--- config.mk ---
export PLATFORM = sky130hd
export DESIGN_NAME = sim_memory_arbiter
export DESIGN_NICKNAME = d
export VERILOG_FILES = /design/src/rtl/sim_memory_pkg.sv /design/src/rtl/sim_memory_arbiter_tag_fifo.sv /design/src/rtl/sim_memory_arbiter.sv
export SDC_FILE = /design/constraint.sdc
export NUM_CORES = 1
export LEC_CHECK = 0
export CAP_MARGIN = 20
export CORE_AREA = 2 2 148 150
export DETAILED_ROUTE_END_ITERATION = 6
export DIE_AREA = 0 0 150 152
export MAX_ROUTING_LAYER = met4
export PLACE_DENSITY = 0.55
export SLEW_MARGIN = 10
export SYNTH_ARGS = -nofsm -noshare
export SYNTH_HDL_FRONTEND = slang
export SYNTH_SLANG_ARGS = --single-unit
export TNS_END_PERCENT = 1
--- constraint.sdc ---
create_clock -name iCLOCK -period 5.8 [get_ports iCLOCK]
set_clock_uncertainty 0.1 [all_clocks]
set_input_delay 1.16 -clock iCLOCK [delete_from_list [all_inputs] [get_ports iCLOCK]]
set_output_delay 1.16 -clock iCLOCK [all_outputs]
set_load 0.05 [all_outputs]
--- src/rtl/sim_memory_pkg.sv ---
// Shared constants and command types for the simulation memory port and its arbiter.
// Owner ids double as the tag values recorded for every outstanding read.
package sim_memory_pkg;

    localparam logic [1:0] ORDER_BYTE = 2'b00;
    localparam logic [1:0] ORDER_HALF = 2'b01;
    localparam logic [1:0] ORDER_WORD = 2'b10;
    localparam logic [1:0] ORDER_NONE = 2'b11;

    localparam logic PORT_INST = 1'b0;
    localparam logic PORT_DATA = 1'b1;

    localparam int TAG_DEPTH_DEFAULT   = 16;
    localparam int TAG_DEPTH_N_DEFAULT = 4;

    typedef struct packed {
        logic [1:0]  order;
        logic [3:0]  mask;
        logic        rw;
        logic [31:0] addr;
        logic [31:0] data;
    } mem_cmd_t;

    // Instruction fetches are always full-word reads.
    function automatic mem_cmd_t inst_fetch_cmd(input logic [31:0] addr);
        mem_cmd_t cmd;
        cmd.order = ORDER_WORD;
        cmd.mask  = 4'b1111;
        cmd.rw    = 1'b0;
        cmd.addr  = addr;
        cmd.data  = '0;
        return cmd;
    endfunction

endpackage

--- src/rtl/sim_memory_arbiter_tag_fifo.sv ---
// In-order owner FIFO for outstanding reads: 1-bit entries, registered count,
// simultaneous push and pop leave the count unchanged.
module sim_memory_arbiter_tag_fifo
    import sim_memory_pkg::*;
#(
    parameter int DEPTH   = TAG_DEPTH_DEFAULT,
    parameter int DEPTH_N = TAG_DEPTH_N_DEFAULT
) (
    input  logic               clk,
    input  logic               rst_n,
    input  logic               push,
    input  logic               push_data,
    input  logic               pop,
    output logic               head,
    output logic [DEPTH_N:0]   count,
    output logic               full,
    output logic               empty
);

    localparam logic [DEPTH_N:0] DEPTH_CNT = (DEPTH_N + 1)'(DEPTH);

    logic [DEPTH-1:0]   slots;
    logic [DEPTH_N-1:0] wr_ptr;
    logic [DEPTH_N-1:0] rd_ptr;
    logic               do_push;
    logic               do_pop;

    assign full    = (count == DEPTH_CNT);
    assign empty   = (count == '0);
    assign do_push = push & ~full;
    assign do_pop  = pop & ~empty;
    assign head    = slots[rd_ptr];

    always_ff @(posedge clk) begin
        if (do_push) begin
            slots[wr_ptr] <= push_data;
        end
    end

    always_ff @(posedge clk) begin
        if (!rst_n) begin
            wr_ptr <= '0;
            rd_ptr <= '0;
            count  <= '0;
        end else begin
            if (do_push) begin
                wr_ptr <= wr_ptr + 1'b1;
            end
            if (do_pop) begin
                rd_ptr <= rd_ptr + 1'b1;
            end
            case ({do_push, do_pop})
                2'b10:   count <= count + 1'b1;
                2'b01:   count <= count - 1'b1;
                default: count <= count;
            endcase
        end
    end

    // Pointers wrap freely; the distance between them must always equal the count.
    always_ff @(posedge clk) begin
        if (rst_n) begin
            assert (count[DEPTH_N-1:0] == DEPTH_N'(wr_ptr - rd_ptr) && count <= DEPTH_CNT)
            else $error("[ERROR][sim_memory_arbiter.v] tag fifo pointer wrap corrupted ordering");
            assert (!(push && full))
            else $error("[ERROR][sim_memory_arbiter.v] tag push while fifo full");
        end
    end

endmodule

--- src/rtl/sim_memory_arbiter.sv ---
// Round-robin arbiter sharing one simulation memory port between instruction fetch
// (port 0, read-only) and load/store (port 1); read responses return in request order.
module sim_memory_arbiter
    import sim_memory_pkg::*;
#(
    parameter int P_TAG_DEPTH   = TAG_DEPTH_DEFAULT,
    parameter int P_TAG_DEPTH_N = TAG_DEPTH_N_DEFAULT
) (
    input  logic                   iCLOCK,
    input  logic                   inRESET,
    input  logic                   iINST_REQ,
    output logic                   oINST_LOCK,
    input  logic [31:0]            iINST_ADDR,
    output logic                   oINST_VALID,
    input  logic                   iINST_LOCK,
    output logic [63:0]            oINST_DATA,
    input  logic                   iDATA_REQ,
    output logic                   oDATA_LOCK,
    input  logic [1:0]             iDATA_ORDER,
    input  logic [3:0]             iDATA_MASK,
    input  logic                   iDATA_RW,
    input  logic [31:0]            iDATA_ADDR,
    input  logic [31:0]            iDATA_DATA,
    output logic                   oDATA_VALID,
    input  logic                   iDATA_LOCK,
    output logic [63:0]            oDATA_DATA,
    output logic                   oMEM_REQ,
    output logic [1:0]             oMEM_ORDER,
    output logic [3:0]             oMEM_MASK,
    output logic                   oMEM_RW,
    output logic [31:0]            oMEM_ADDR,
    output logic [31:0]            oMEM_DATA,
    input  logic                   iMEM_LOCK,
    input  logic                   iMEM_VALID,
    output logic                   oMEM_LOCK,
    input  logic [63:0]            iMEM_DATA,
    output logic [P_TAG_DEPTH_N:0] oOUTSTANDING
);

    // Handshake: a request transfers in the cycle REQ=1 and LOCK=0; while LOCK=1 the
    // requester holds its request unchanged. Responses transfer when VALID=1 from the
    // producer and the consumer's LOCK=0; a locked response is held by the producer.

    logic                   b_last_grant;
    logic                   tag_full;
    logic                   tag_empty;
    logic                   tag_head;
    logic [P_TAG_DEPTH_N:0] tag_count;
    logic                   elig_inst;
    logic                   elig_data;
    logic                   grant_any;
    logic                   winner;
    logic                   accept_inst;
    logic                   accept_data;
    logic                   tag_push;
    logic                   head_lock;
    logic                   resp_fire;
    mem_cmd_t               inst_cmd;
    mem_cmd_t               data_cmd;
    mem_cmd_t               mem_cmd;

    // Writes never wait for a tag, so a full FIFO only stalls reads.
    assign elig_inst = iINST_REQ & ~tag_full;
    assign elig_data = iDATA_REQ & (iDATA_RW | ~tag_full);

    always_comb begin
        grant_any = 1'b0;
        winner    = PORT_INST;
        if (!iMEM_LOCK) begin
            if (elig_inst && elig_data) begin
                grant_any = 1'b1;
                winner    = ~b_last_grant;
            end else if (elig_inst) begin
                grant_any = 1'b1;
                winner    = PORT_INST;
            end else if (elig_data) begin
                grant_any = 1'b1;
                winner    = PORT_DATA;
            end
        end
    end

    assign accept_inst = grant_any & (winner == PORT_INST);
    assign accept_data = grant_any & (winner == PORT_DATA);

    assign inst_cmd = inst_fetch_cmd(iINST_ADDR);
    assign data_cmd = '{order: iDATA_ORDER, mask: iDATA_MASK, rw: iDATA_RW,
                        addr: iDATA_ADDR, data: iDATA_DATA};
    assign mem_cmd  = (winner == PORT_DATA) ? data_cmd : inst_cmd;

    assign oMEM_REQ   = grant_any;
    assign oMEM_ORDER = mem_cmd.order;
    assign oMEM_MASK  = mem_cmd.mask;
    assign oMEM_RW    = mem_cmd.rw;
    assign oMEM_ADDR  = mem_cmd.addr;
    assign oMEM_DATA  = mem_cmd.data;

    assign oINST_LOCK = iINST_REQ & ~accept_inst;
    assign oDATA_LOCK = iDATA_REQ & ~accept_data;

    // Only reads produce a response and therefore a tag; the winner id is the owner.
    assign tag_push = accept_inst | (accept_data & ~iDATA_RW);

    // Backpressure follows whoever owns the oldest read, so order is never broken.
    assign head_lock = tag_empty ? 1'b0 : ((tag_head == PORT_INST) ? iINST_LOCK : iDATA_LOCK);
    assign resp_fire = iMEM_VALID & ~tag_empty & ~head_lock;

    assign oMEM_LOCK    = head_lock;
    assign oINST_VALID  = resp_fire & (tag_head == PORT_INST);
    assign oDATA_VALID  = resp_fire & (tag_head == PORT_DATA);
    assign oINST_DATA   = iMEM_DATA;
    assign oDATA_DATA   = iMEM_DATA;
    assign oOUTSTANDING = tag_count;

    always_ff @(posedge iCLOCK) begin
        if (!inRESET) begin
            b_last_grant <= PORT_DATA;
        end else if (grant_any) begin
            b_last_grant <= winner;
        end
    end

    always_ff @(posedge iCLOCK) begin
        if (inRESET) begin
            assert (!(iMEM_VALID && tag_empty))
            else $error("[ERROR][sim_memory_arbiter.v] memory response with no read outstanding");
        end
    end

    sim_memory_arbiter_tag_fifo #(
        .DEPTH   (P_TAG_DEPTH),
        .DEPTH_N (P_TAG_DEPTH_N)
    ) u_tag_fifo (
        .clk       (iCLOCK),
        .rst_n     (inRESET),
        .push      (tag_push),
        .push_data (winner),
        .pop       (resp_fire),
        .head      (tag_head),
        .count     (tag_count),
        .full      (tag_full),
        .empty     (tag_empty)
    );

endmodule

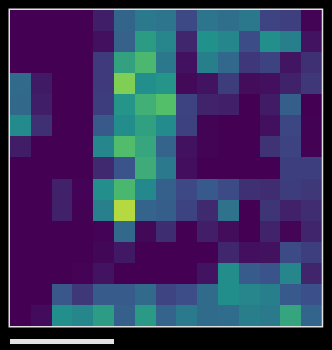
(run_1/cell_density.png)
The bar under the picture is 50 um long. 15 x 15 tiles, from dark purple (low) to yellow (high), 0 to 100% covered.
fullest tile	89%
nearly empty tiles	33%
densest ninth of the die	top centre
tiles over 75% full	0.90%
mean over tiles	19%
emptiest ninth of the die	upper left
Initial Util: 0.1569
Core Area: 21,350 um2

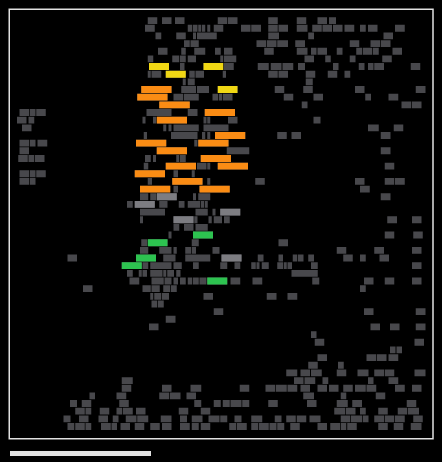
(run_1/flops_by_reg.png)
The bar under the picture is 50 um long. Other sequential cells in the stronger grey, the rest of the logic in the fainter grey.
signal	colour	flops
`u_tag_fifo.slots`	orange	16
`u_tag_fifo.rd_ptr`	yellow	4
`u_tag_fifo.count`	green	5
seq pwr: 0.257 mW
sequential share of cell area: 0.1620
register area: 760.7 um2

==> flow_summary_export.csv, run 1 <==
group,metric,value,unit
run_status,run_status,"complete, no violations",
pwr,p_leak,1.706,nW
cells_and_area,finalNetCount,616,
setup_path,cp.arrival,3.73,ns
setup_path,worst_setup_path_start_kind,"input pin",
yosys,async_reset_ff_frac,0,
route,ant_nets,0,
place,dpl-instance-area,4553,um2
clocking,post_cts_buffers,0,
timing,min_period,4.991,ns
route,drc,0,
yosys,synth_stat.cells,375,
yosys,top_cell,"buf_4",
cells_and_area,finalInstanceArea,4697,um2
floorplanning,fp-row-count,54,
yosys,synthDistinctLibCells,46,
clocking,path_clk_slew,0.05,ns
timing,drv_slew,0,
timing,setup_viol,0,
place,dp_slack,0.8159,ns
yosys,yosys.area.top_type_share,0.2890,
timing,worst_slack,0.8093,ns
clocking,cts_hold_buf,0,
yosys,postSynthSeqShare,0.2270,
pwr,powerDensity,199.1,nW/um2
pwr,power.total,0.9351,mW
cells_and_area,stdcell_count,716,
min_path,hold_class,"register to register",
global_route,grt_max_degree,42,
route,viasPerCell,3.612,
cells_and_area,utilization,0.2200,
cells_and_area,area_delta_synth_final,40.18,%
yosys,edf_count,16,
timing,fmax,200.4,MHz
clocking,htree_levels,2,
place,post-place-cells,705,
clocking,max-clock-path-buffers,2,
pwr,vdd_drop_max,0.1153,mV
yosys,netlist_instances,375,
global_route,grt_antenna_before_repair,3,
clocking,post_cts_resized,0,
floorplanning,die_w,150,um
clocking,cts_tree,"done",
timing,tightest_slew,0.6944,ns
global_route,use_met2,0.1970,
global_route,track_usage,0.1202,
place,gp_congestion,0.7431,
cells_and_area,final.fill_count,2350,
yosys,yosys_warnings,0,
yosys,synth_flops,30,
yosys,synth_area_leader_cell,"buf_4",
global_route,grt_overflow_total,0,
global_route,grt_first_pass_wirelength,19.20,mm
setup_path,cp_max_fo,41,
timing,finalSetupTns,0,ns
timing,rsz0062_at_grt,"false",
route,drt_iter0_drc,143,
job,warnings,30,
global_route,busiest_layer,"met2",
setup_path,critPathKind,"input pin to output port",
cells_and_area,drive_above_1_share,0.09007,
timing,hold_ws,0.4245,ns
place,place_hpwl,11.91,mm
yosys,syn_area_per_cell,8.935,um2
place,io_buffer_count,192,
yosys,yosys_area,3351,um2
floorplanning,dieArea,22800,um2
clocking,clkSinkCount,30,
setup_path,worstPathRequired,4.54,ns
timing,finalHoldViolCount,0,
global_route,grt_util_met1,0.1292,
route,drtPass1Iterations,4,
yosys,top_cells_by_area,"buf_4 (29%), edfxtp_1 (14%), mux2_1 (11%), dfxtp_1 (8.4%), and2_1 (7.5%)",
clocking,cts-root-buf,"clkbuf_16",
timing,slew-limit-headroom,0.5361,
yosys,yosys-top-cells-count,"buf_4 (129), and2_1 (40), mux2_1 (32)",
yosys,netlist_area,3351,um2
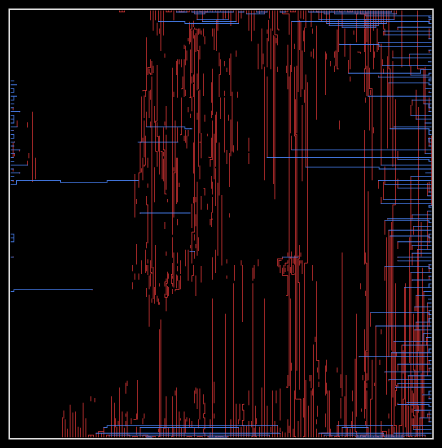
(run_1/wires.png)
Two of the layers only.
layer	colour	wire length
metal 3	blue	1,840 um
metal 2	red	6,660 um
routed vias: 2,586
final wirelength: 14.11 mm
WL per Instance: 19.70 um

-- run 1: report_power, final --
part / total [mW] / internal, mW / switching, mW
Clock: 0.237 / 0.154 / 0.0835
Combinational: 0.441 / 0.189 / 0.252
Sequential: 0.257 / 0.235 / 0.0220
Total: 0.935 / 0.578 / 0.357
-- run 1: flip-flops by register name, summed over array words and instances, names as in the netlist --
signal	cells
u_tag_fifo.wr_ptr	4
u_tag_fifo.count	5
b_last_grant	1
u_tag_fifo.rd_ptr	4
u_tag_fifo.slots	16
-- run 1: placed cells by master, fill, tap and decap left out, types with 2 or more instances in the layout --
master	Yosys	final
a21oi_1	6	6
xnor2_1	4	4
buf_4	129	23
nor2b_1	5	5
a21boi_0	4	4
nor2_1	12	12
xor2_1	3	3
inv_1	7	7
nand2_1	16	16
o21ai_2	2	2
clkdlybuf4s50_1	0	172
o21ai_0	4	4
dfxtp_1	14	14
ha_1	9	9
nand3_1	2	2
mux2i_1	9	9
mux2_1	32	32
o211ai_1	2	2
edfxtp_1	16	16
nand2b_1	13	13
a221oi_2	2	2
or3_1	4	4
clkbuf_16	0	5
diode_2	0	3
clkinv_1	0	3
nor3_1	4	4
and2_1	40	40
-- run 1: cell type report --
class                           instances  area (um2)  area share
Inverter                                7       26.28    0.005594
Clock buffer                            5       125.1     0.02664
Clock inverter                          3       11.26    0.002397
Multi-Input combinational cell        193        1521      0.3239
Tap cell                              280       350.3     0.07459
Timing Repair Buffer                  195        1894      0.4033
Antenna cell                            3       7.507    0.001598
Sequential cell                        30       760.7      0.1620
-- run 1: final timing paths --
path                   startpoint  cells after the start  slack, ns              endpoint
max reg2reg  u_tag_fifo.rd_ptr[0]                     14       1.78   u_tag_fifo.count[4]
max                      iDATA_RW                      6       0.81         oMEM_ADDR[20]
min          u_tag_fifo.rd_ptr[1]                      2       0.42  u_tag_fifo.rd_ptr[1]
min reg2reg  u_tag_fifo.rd_ptr[1]                      2       0.42  u_tag_fifo.rd_ptr[1]
-- run 1: critical path, stage by stage --
cell,delay [ns]
clkdlybuf4s50_1,0.56
o21ai_1,0.16
a311oi_4,0.29
buf_4,0.46
mux2_1,0.38
clkdlybuf4s50_1,0.71
-- run 1: routing by layer --
| metal | up-vias | part of all wire |
|---|---|---|
| li1 | 1230 | - |
| met1 | 1138 | 0.38 |
| met2 | 194 | 0.47 |
| met3 | 24 | 0.13 |
| met4 | 0 | 0.013 |
| met5 | - | 0 |
-- run 1: cells by family (layout without fill, tap and decap cells) --
kind of cell / count (synthesis) / after routing / share of synthesized area
AOI/OAI and AO/OA: 29 / 29 / 0.06685
muxes: 43 / 43 / 0.1490
adders and majority gates: 9 / 9 / 0.03361
DFF: 30 / 30 / 0.2270
xor gates and xnor gates: 7 / 7 / 0.01830
buffers and inverters: 152 / 210 / 0.3241
other: 0 / 3 / 0
and+or+nand+nor: 105 / 105 / 0.1811
==> run 2: changes to the inputs <==
--- a/config.mk
+++ b/config.mk
@@ -5,7 +5,7 @@
 export SDC_FILE = /design/constraint.sdc
 export NUM_CORES = 1
 export LEC_CHECK = 0
-export CAP_MARGIN = 20
+export CAP_MARGIN = 10
 export CORE_AREA = 2 2 148 150
 export DETAILED_ROUTE_END_ITERATION = 6
 export DIE_AREA = 0 0 150 152
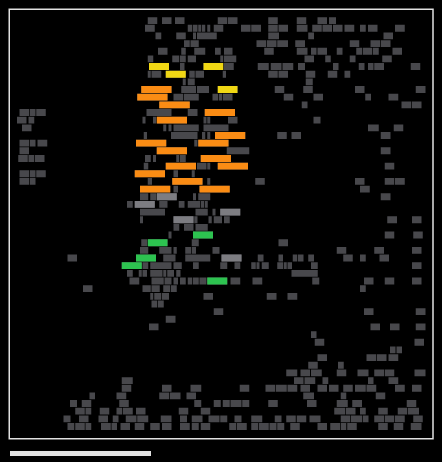
(run_2/flops_by_reg.png)
The bar under the picture is 50 um long. Other sequential cells in the stronger grey, the rest of the logic in the fainter grey.
signal	colour	flops
`u_tag_fifo.rd_ptr`	yellow	4
`u_tag_fifo.slots`	orange	16
`u_tag_fifo.count`	green	5
not coloured	5
Layout Utilization: 0.2200

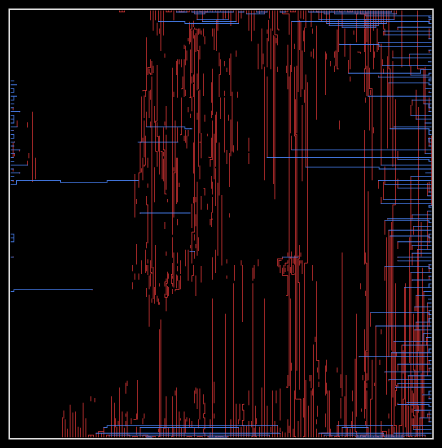
(run_2/wires.png)
Two of the layers only.
layer	colour	wire length
metal 2	red	6,660 um
metal 3	blue	1,840 um
GR Util All Layers: 0.1202

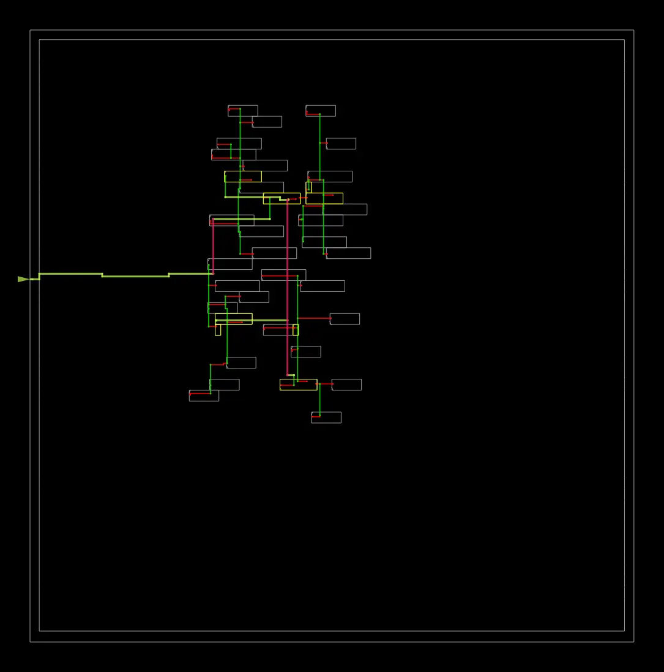
(run_2/clocks.png)
clock buffer count from CTS: 5
clk pwr: 0.237 mW
insertion delay at the late pin of the worst-skew pair: 0.27 ns

==> run 2 against run 1 <==
Net effect: first-iteration DRC count did not move; routed wire length unchanged; die area stayed put; utilization unchanged; power unchanged; sequential power is essentially flat; register-to-register slack hardly changed; via count did not move; critical path depth stayed put; critical endpoint unchanged.
==> flow_summary_export.csv, run 2 <==
group,metric,value,unit
route,routed_wirelength,14.11,mm
place,place_hpwl,11.91,mm
yosys,top_cells_by_area,"buf_4 (29%), edfxtp_1 (14%), mux2_1 (11%), dfxtp_1 (8.4%), and2_1 (7.5%)",
yosys,yosys_most_used_dff,"edfxtp_1",
cells_and_area,layout_top_cells,"clkdlybuf4s50_1 (172), and2_1 (40), mux2_1 (32)",
cells_and_area,final.fill_count,2350,
yosys,yosys-top-cells-count,"buf_4 (129), and2_1 (40), mux2_1 (32)",
min_path,hold_class,"register to register",
timing,min_period,4.991,ns
yosys,async_reset_ff_frac,0,
yosys,yosys_area,3351,um2
route,drc,0,
clocking,cts-root-buf,"clkbuf_16",
pwr,p_clk_frac,0.254,
timing,rsz0062_at_grt,"false",
route,drtPass1Iterations,4,
yosys,netlist_instances,375,
route,ant_nets,0,
route,drt_iter0_drc,143,
setup_path,cp_max_fo,41,
floorplanning,fp-row-count,54,
yosys,syn_area_per_cell,8.935,um2
place,gp_congestion,0.7431,
clocking,htree_levels,2,
pwr,switching_share,0.3823,
clocking,cts_tree,"done",
timing,finalSetupTns,0,ns
yosys,synth_flops,30,
setup_path,worst_setup_path_start_kind,"input pin",
cells_and_area,layout.cells.most_common,"clkdlybuf4s50_1",
floorplanning,initial_core_util,0.1569,
cells_and_area,drive_above_1_share,0.09007,
clocking,path_clk_slew,0.05,ns
floorplanning,die_h,152,um
yosys,synth_area_leader_cell,"buf_4",
yosys,syn-num-nets,559,
timing,setup_viol,0,
timing,drv_slew,0,
route,wl_per_cell,19.70,um
route,wl_met2,6.657,mm
floorplanning,die_w,150,um
pwr,combPwrFrac,0.472,
timing,finalHoldViolCount,0,
timing,tightest_slew,0.6944,ns
clocking,max-clock-path-buffers,2,
pwr,p_sw,0.3575,mW
timing,fmax,200.4,MHz
route,viasPerCell,3.612,
yosys,synth_stat.cells,375,
route,wl_met1,5.414,mm
cells_and_area,top_regs,"u_tag_fifo.slots: 16 flops, u_tag_fifo.count: 5 flops",
timing,post-route-period-util,0.8605,
route,top_layer,"met4",
pwr,seq_power_share,0.274,
pwr,internal-power,0.5777,mW
global_route,grt_pass1_vias,2670,
pwr,powerDensity,199.1,nW/um2
job,drv_cap,0,
cells_and_area,stdcell_count,716,
clocking,clkSinkCount,30,
yosys,yosys_warnings,0,
clocking,cts_hold_buf,0,
yosys,yosys.area.top_type_share,0.2890,
yosys,netlist_area,3351,um2
floorplanning,io_pins,385,
setup_path,cp.arrival,3.73,ns
timing,slew-limit-headroom,0.5361,
cells_and_area,finalNetCount,616,
setup_path,critPathCaptureType,"output port",
global_route,grt_antenna_before_repair,3,
yosys,postSynthSeqShare,0.2270,
yosys,synthDistinctLibCells,46,
yosys,edf_count,16,
pwr,p_leak,1.706,nW
cells_and_area,top_register,"u_tag_fifo.slots",
job,warnings,30,
pwr,vdd_drop_max,0.1153,mV
run_status,run_status,"complete, no violations",
route,route.vias.total,2586,
global_route,grt_overflow_total,0,
place,io_buffer_count,192,
global_route,grt_first_pass_wirelength,19.20,mm
floorplanning,dieArea,22800,um2
place,post-place-cells,705,
floorplanning,coreArea,21350,um2
clocking,post_cts_resized,0,
setup_path,worstPathRequired,4.54,ns
yosys,top_cell,"buf_4",
cells_and_area,area_delta_synth_final,40.18,%
global_route,grt_max_degree,42,
clocking,post_cts_buffers,0,
cells_and_area,largest_reg_flops,16,
route,routed-wl-met3,1.843,mm
timing,hold_ws,0.4245,ns
setup_path,critPathKind,"input pin to output port",
-- run 2: cell counts in the layout (fill, tap and decap cells not counted) --
Identical to the previous run, type by type.
-- run 2: logic make-up (layout without fill, tap and decap cells) --
group	Yosys count	in the layout	synth area share
buffers and inverters	152	210	0.3241
other	0	3	0
AND/OR/NAND/NOR	105	105	0.1811
flip-flops	30	30	0.2270
adder cells (fa/ha/maj)	9	9	0.03361
multiplexers	43	43	0.1490
AND-OR/OR-AND	29	29	0.06685
XOR/XNOR	7	7	0.01830
-- run 2: through the flow --
step | instance area (um2) | total power [mW] | setup slack (ns)
6_report | 4697 | 0.9351 | 0.8093
5_1_grt | 4697 | 0.9841 | 0.7072
4_1_cts | 4690 | 0.9521 | 0.8007
3_5_place_dp | 4553 | 0.7075 | 0.8159
3_3_place_gp | 4553 | 0.7093 | 0.8197
2_1_floorplan | 3351 | 0.7589 | 1.910
-- run 2: critical path, cell delays in order --
cell and delay (ns):
clkdlybuf4s50_1 0.56, o21ai_1 0.16, a311oi_4 0.29, buf_4 0.46
mux2_1 0.38, clkdlybuf4s50_1 0.71
-- run 2: path summary, 6_finish.rpt --
check / start / end / slack (ns) / depth (start not counted)
worst max-delay path: iDATA_RW / oMEM_ADDR[20] / 0.81 / 6
worst min-delay path: u_tag_fifo.rd_ptr[1] / u_tag_fifo.rd_ptr[1] / 0.42 / 2
worst max register to register: u_tag_fifo.rd_ptr[0] / u_tag_fifo.count[4] / 1.78 / 14
worst min register to register: u_tag_fifo.rd_ptr[1] / u_tag_fifo.rd_ptr[1] / 0.42 / 2
-- run 2: area by class of cell --
cell class / count / area (um2) / share of cell area
timing repair buffer: 195 / 1894 / 0.4033
multi-input combinational: 193 / 1521 / 0.3239
sequential: 30 / 760.7 / 0.1620
tap: 280 / 350.3 / 0.07459
clock buffer: 5 / 125.1 / 0.02664
inverter: 7 / 26.28 / 0.005594
clock inverter: 3 / 11.26 / 0.002397
antenna: 3 / 7.507 / 0.001598
-- run 2: per-layer routing --
layer	global-route usage	up-vias
met5	-	-
met4	0.02201	0
met3	0.06486	24
met2	0.1970	194
met1	0.1292	1138
li1	-	1230
-- run 2: power by group through the flow --
stage          registers, mW  clock network [mW]  logic (mW)
4_1_cts                0.257               0.246       0.449
2_1_floorplan          0.267                   0       0.492
5_1_grt                0.260               0.255       0.470
3_3_place_gp           0.261                   0       0.448
6_report               0.257               0.237       0.441
3_5_place_dp           0.262                   0       0.446
No activity file was given, so power comes from the tool's default toggle rates.
